==> images/metal_density.png <==
The bar under the picture is 50 um long. 37 x 37 tiles, from dark blue (low) to red (high), scaled to the fullest tile. Values are wire area over tile area, all layers added.
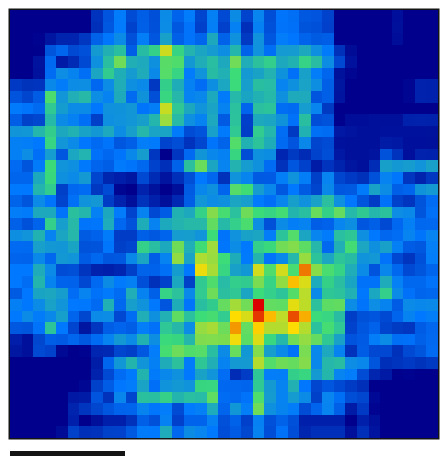
==> images/flops_by_reg.png <==
The bar under the picture is 50 um long.
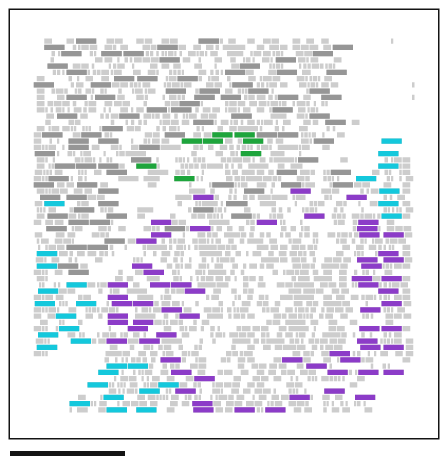
==> images/wires.png <==
The bar under the picture is 50 um long.
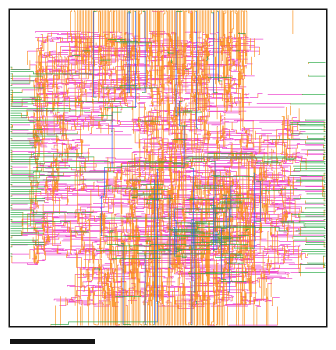
==> images/congestion.png <==
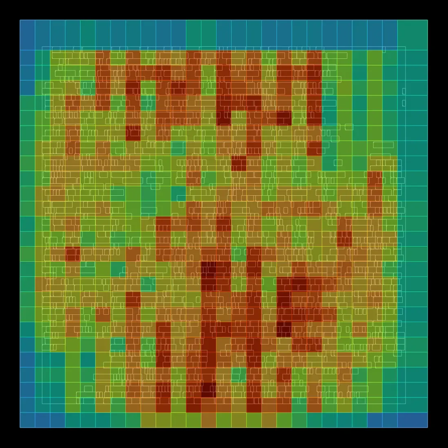
Design memory_access, sky130hd; sources not shown.
==> results.cfg <==
; generated from flow reports
[routing]
drc = 0
drtAntennaViolNets = 0
met1_length_mm = 18.43

[timing]
slew-limit-headroom = 0.5624
rsz0062_at_grt = false
holdWs_ns = 0.2799
max_freq_ghz = 0.3902

[finish]
final-clk-cell-share = 0.03811
design_area_sq_mm = 0.01586
n_fill_cell = 2399
area_delta_synth_final_pct = 43.39
dominant_cells = multi-input combinational cells
seq_cell_count = 190
layout-drive-gt1-share = 0.1083

[min_path]
whs_path_depth = 2
min_path_type = reg2reg

[logic_synthesis]
synth_top_cell_by_count = nand2_1
synth-async-reset-ratio = 1.000
synth_area_leader_cell = dfrtp_1
yosysWarnings = 0
synthXorXnorAreaFrac = 0.003281
synth.top_cell.area_share = 0.4300

[floorplanning]
pin_count = 359
core_sq_mm = 0.02710

[clock_network]
numCtsBuffers = 17
cts_resized = 0
clock_sinks = 190

[placement]
place_inst = 1936
io_buffers = 354

[critical_path]
end_kind = flop
startpoint_type = flop

[grt]
antenna_found_initial = 2

[power]
power_leader = combinational logic
p_int_uw = 9470

[run_status]
status = finished, final reports clean
## Picture notes: metal_density.png
fullest tile	0.83
emptiest ninth of the die	top right
densest ninth of the die	bottom middle
GRT Total Usage: 0.2423
WL/cell: 22.01 um
WL final: 43.47 mm

## Picture notes: flops_by_reg.png
color	netlist name	placed flops
green	`dc_req_be`	8
purple	`WB_data`	64
cyan	`dc_req_addr`	29
seq pwr: 4740 uW
Seq area share: 0.3000
FF+latch area: 0.004757 sq mm
Util after Layout: 0.5851

## Picture notes: wires.png
color	layer	wire length
green	metal 3	3,900 um
blue	metal 4	1,350 um
orange	metal 2	19,800 um
magenta	metal 1	18,400 um
vias after detailed routing: 10,660

## Picture notes: congestion.png
met3 Use GR: 0.06888
met2 Resource Use GR: 0.3723
busiest grt layer: met2
met1 Use GR: 0.3158

No activity file was given, so power comes from the tool's default toggle rates.
